### Cell placement

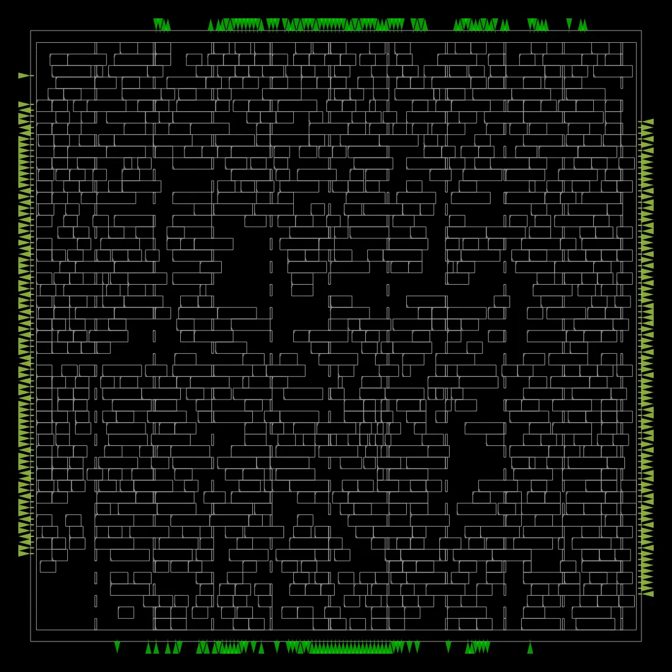
### Layout detail

Scale bar: 10 um. Window x 60 to 85, y 31 to 56 um. Cells in gray, sequential cells in the stronger gray; small squares are vias.
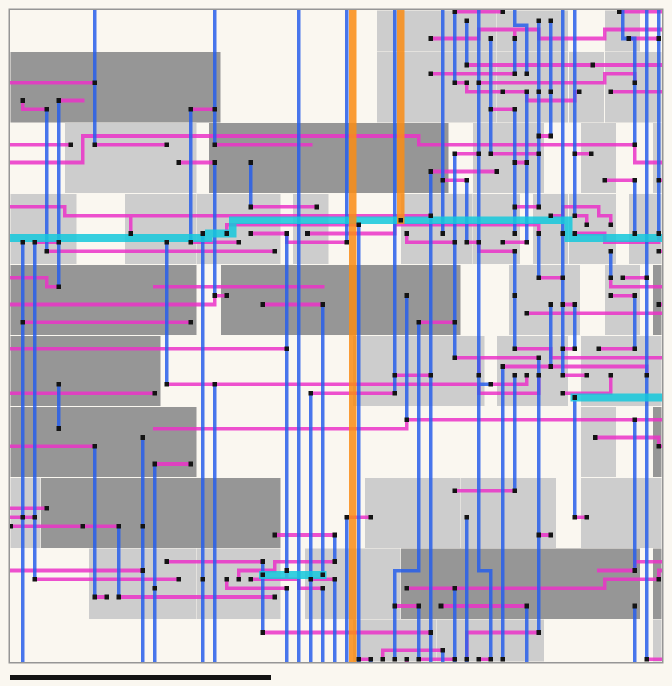
===== config.mk =====
export PLATFORM = sky130hd
export DESIGN_NAME = dmem_port_arbiter
export DESIGN_NICKNAME = d
export VERILOG_FILES = /design/src/rtl/dmem_port_arbiter.sv
export SDC_FILE = /design/constraint.sdc
export NUM_CORES = 1
export LEC_CHECK = 0
export CORE_UTILIZATION = 40
export CTS_BUF_LIST = sky130_fd_sc_hd__clkbuf_8
export CTS_CLUSTER_SIZE = 28
export DETAILED_ROUTE_END_ITERATION = 10
export HOLD_SLACK_MARGIN = 0.05
export PLACE_DENSITY_LB_ADDON = 0.1
export SLEW_MARGIN = 20
export SYNTH_ARGS = -nofsm -noshare
export SYNTH_HDL_FRONTEND = slang
export SYNTH_SLANG_ARGS = --single-unit

===== constraint.sdc =====
create_clock -name clk_i -period 3.2 [get_ports clk_i]
set_input_delay 0.64 -clock clk_i [delete_from_list [all_inputs] [get_ports clk_i]]
set_output_delay 0.64 -clock clk_i [all_outputs]
set_load 0.02 [all_outputs]

===== src/rtl/dmem_port_arbiter.sv =====
// Two-requester arbiter for the single data_mem port (m0 = CPU load/store, m1 = debug/loader).
// Fixed priority by default; define ROUND_ROBIN_EN for round-robin arbitration on ties.
module dmem_port_arbiter #(
  parameter int unsigned AW         = 32,
  parameter int unsigned DW         = 32,
  parameter int unsigned RD_LATENCY = 1
) (
  input  logic          clk_i,
  input  logic          rst_ni,
  input  logic          m0_req_i,
  input  logic          m0_we_i,
  input  logic [AW-1:0] m0_addr_i,
  input  logic [DW-1:0] m0_wdata_i,
  output logic          m0_ack_o,
  output logic [DW-1:0] m0_rdata_o,
  input  logic          m1_req_i,
  input  logic          m1_we_i,
  input  logic [AW-1:0] m1_addr_i,
  input  logic [DW-1:0] m1_wdata_i,
  output logic          m1_ack_o,
  output logic [DW-1:0] m1_rdata_o,
  output logic          mem_read_o,
  output logic          mem_write_o,
  output logic [AW-1:0] mem_addr_o,
  output logic [DW-1:0] mem_wdata_o,
  input  logic [DW-1:0] mem_rdata_i,
  output logic          busy_o,
  output logic          owner_o
);

  localparam int unsigned CW = (RD_LATENCY > 1) ? $clog2(RD_LATENCY) : 1;

  typedef enum logic [1:0] {
    S_IDLE  = 2'd0,
    S_ISSUE = 2'd1,
    S_WAIT  = 2'd2,
    S_RESP  = 2'd3
  } state_e;

  state_e        state_q, state_d;
  logic          we_q, we_d;
  logic [AW-1:0] addr_q, addr_d;
  logic [DW-1:0] wdata_q, wdata_d;
  logic          owner_q, owner_d;
  logic [CW-1:0] cnt_q, cnt_d;
  logic [DW-1:0] m0_rdata_q, m0_rdata_d;
  logic [DW-1:0] m1_rdata_q, m1_rdata_d;
  logic          mem_read_q, mem_read_d;
  logic          mem_write_q, mem_write_d;
  logic [AW-1:0] mem_addr_q, mem_addr_d;
  logic [DW-1:0] mem_wdata_q, mem_wdata_d;
  logic          m0_ack_q, m0_ack_d;
  logic          m1_ack_q, m1_ack_d;
  logic          busy_q, busy_d;
  logic          grant_m1_c;
  logic          capture_c;

`ifdef ROUND_ROBIN_EN
  logic rr_q, rr_d;

  // rr_q holds the last owner; on a tie the other requester wins.
  always_comb grant_m1_c = m1_req_i && (!m0_req_i || !rr_q);

  always_comb begin
    rr_d = rr_q;
    if (state_q == S_RESP) rr_d = owner_q;
  end

  always_ff @(posedge clk_i or negedge rst_ni) begin
    if (!rst_ni) rr_q <= 1'b0;
    else         rr_q <= rr_d;
  end
`else
  always_comb grant_m1_c = m1_req_i && !m0_req_i;
`endif

  // Next-state logic; outputs are decoded from the next state so they register in step with it.
  always_comb begin
    state_d    = state_q;
    we_d       = we_q;
    addr_d     = addr_q;
    wdata_d    = wdata_q;
    owner_d    = owner_q;
    cnt_d      = cnt_q;
    m0_rdata_d = m0_rdata_q;
    m1_rdata_d = m1_rdata_q;
    capture_c  = 1'b0;

    unique case (state_q)
      S_IDLE: begin
        if (m0_req_i || m1_req_i) begin
          owner_d = grant_m1_c;
          we_d    = grant_m1_c ? m1_we_i    : m0_we_i;
          addr_d  = grant_m1_c ? m1_addr_i  : m0_addr_i;
          wdata_d = grant_m1_c ? m1_wdata_i : m0_wdata_i;
          state_d = S_ISSUE;
        end
      end
      S_ISSUE: begin
        if (we_q) begin
          state_d = S_RESP;
        end else if (RD_LATENCY == 0) begin
          capture_c = 1'b1;
          state_d   = S_RESP;
        end else begin
          cnt_d   = CW'(RD_LATENCY - 1);
          state_d = S_WAIT;
        end
      end
      S_WAIT: begin
        if (cnt_q == '0) begin
          capture_c = 1'b1;
          state_d   = S_RESP;
        end else begin
          cnt_d = cnt_q - CW'(1);
        end
      end
      S_RESP: begin
        state_d = S_IDLE;
      end
      default: state_d = S_IDLE;
    endcase

    if (capture_c) begin
      if (owner_q) m1_rdata_d = mem_rdata_i;
      else         m0_rdata_d = mem_rdata_i;
    end

    mem_write_d = (state_d == S_ISSUE) && we_d;
    mem_read_d  = ((state_d == S_ISSUE) && !we_d) || (state_d == S_WAIT);
    mem_addr_d  = (mem_read_d || mem_write_d) ? addr_d : mem_addr_q;
    mem_wdata_d = mem_write_d ? wdata_d : mem_wdata_q;
    m0_ack_d    = (state_d == S_RESP) && !owner_d;
    m1_ack_d    = (state_d == S_RESP) && owner_d;
    busy_d      = (state_d != S_IDLE);
  end

  always_ff @(posedge clk_i or negedge rst_ni) begin
    if (!rst_ni) begin
      state_q     <= S_IDLE;
      we_q        <= 1'b0;
      addr_q      <= '0;
      wdata_q     <= '0;
      owner_q     <= 1'b0;
      cnt_q       <= '0;
      m0_rdata_q  <= '0;
      m1_rdata_q  <= '0;
      mem_read_q  <= 1'b0;
      mem_write_q <= 1'b0;
      mem_addr_q  <= '0;
      mem_wdata_q <= '0;
      m0_ack_q    <= 1'b0;
      m1_ack_q    <= 1'b0;
      busy_q      <= 1'b0;
    end else begin
      state_q     <= state_d;
      we_q        <= we_d;
      addr_q      <= addr_d;
      wdata_q     <= wdata_d;
      owner_q     <= owner_d;
      cnt_q       <= cnt_d;
      m0_rdata_q  <= m0_rdata_d;
      m1_rdata_q  <= m1_rdata_d;
      mem_read_q  <= mem_read_d;
      mem_write_q <= mem_write_d;
      mem_addr_q  <= mem_addr_d;
      mem_wdata_q <= mem_wdata_d;
      m0_ack_q    <= m0_ack_d;
      m1_ack_q    <= m1_ack_d;
      busy_q      <= busy_d;
    end
  end

  assign m0_ack_o    = m0_ack_q;
  assign m1_ack_o    = m1_ack_q;
  assign m0_rdata_o  = m0_rdata_q;
  assign m1_rdata_o  = m1_rdata_q;
  assign mem_read_o  = mem_read_q;
  assign mem_write_o = mem_write_q;
  assign mem_addr_o  = mem_addr_q;
  assign mem_wdata_o = mem_wdata_q;
  assign busy_o      = busy_q;
  assign owner_o     = owner_q;

endmodule


==> impl_metrics.toml <==
# synthesis and place-and-route metrics
[outcome]
status = "finished clean"

[global_routing]
track_usage_pct = 20.3
grt.busiest_layer = "met2"
use_met1_pct = 24.8

[clock_network]
numCtsBuffers = 35
cts_buffer_depth = 3
htreeDepth = 2
clock.latency.late_pin_ns = 0.50
tritoncts = "done"
hold_buffers = 0

[synth]
yosysMostFrequentCell = "dfrtp_1"
synthTopCellsByArea = "dfrtp_1, mux2_2, a22o_1"
syn_area_um2 = 8100
ff_type = "dfrtp_1"
synthCells = 532

[finish]
seq_share_pct = 42.1
final_cells = 1123
final_common_cell = "clkdlybuf4s50_1"
inv_count = 6
clkbuf_count = 42

[sta]
final.period_utilization_pct = 77.1
finalSetupViolCount = 0
clock_skew_ns = 0.0195
timing.hold.ws_ns = 0.182
worst_slack_ns = 0.734

[power_and_ir_drop]
leakage_uw = 0.00518
pwr-share-comb_pct = 50.6
seq-power_uw = 4390
p_clk_uw = 2130
netSwitchingFraction_pct = 35.2
power_frac_clock_pct = 16.2
ir_drop_uv = 504

[setup_path]
path_buffers = 2
r2r_setup_slack_ns = 0.73
rr_endpoint = "mem_wdata_o[22]$_DFFE_PN0P_"
cp-endpoint = "mem_wdata_o[22]$_DFFE_PN0P_"
crit_type = "input pin to flip-flop"
cp_cell_sequence = "clkdlybuf4s50_1, o31ai_1, o211ai_1, ha_1, o2111ai_2, inv_2, mux2_2"
cp-startpoint = "m1_req_i"
slowest_stage = "inv_2"

[die]
nWellTaps = 265
die_area_um2 = 20800

[detailed_routing]
dr.max_layer_used = "met5"
avgRoutedWirePerCell_um = 18.7

[run]
cap_violations = 0
About 'Cell placement':
flop count: 201
CORE AREA: 19700 um2

About 'Layout detail':
Key: M2 = blue; M4 = orange; M3 = cyan; M1 = magenta
Netlist names of flops here include wdata_q (4), mem_wdata_o (3). Most frequent: dfrtp_1 (8), inv_1 (5). 41 logic cells have their middle in the window. Sequential cells in the window: 8.

Power and IR drop assume default switching activity.
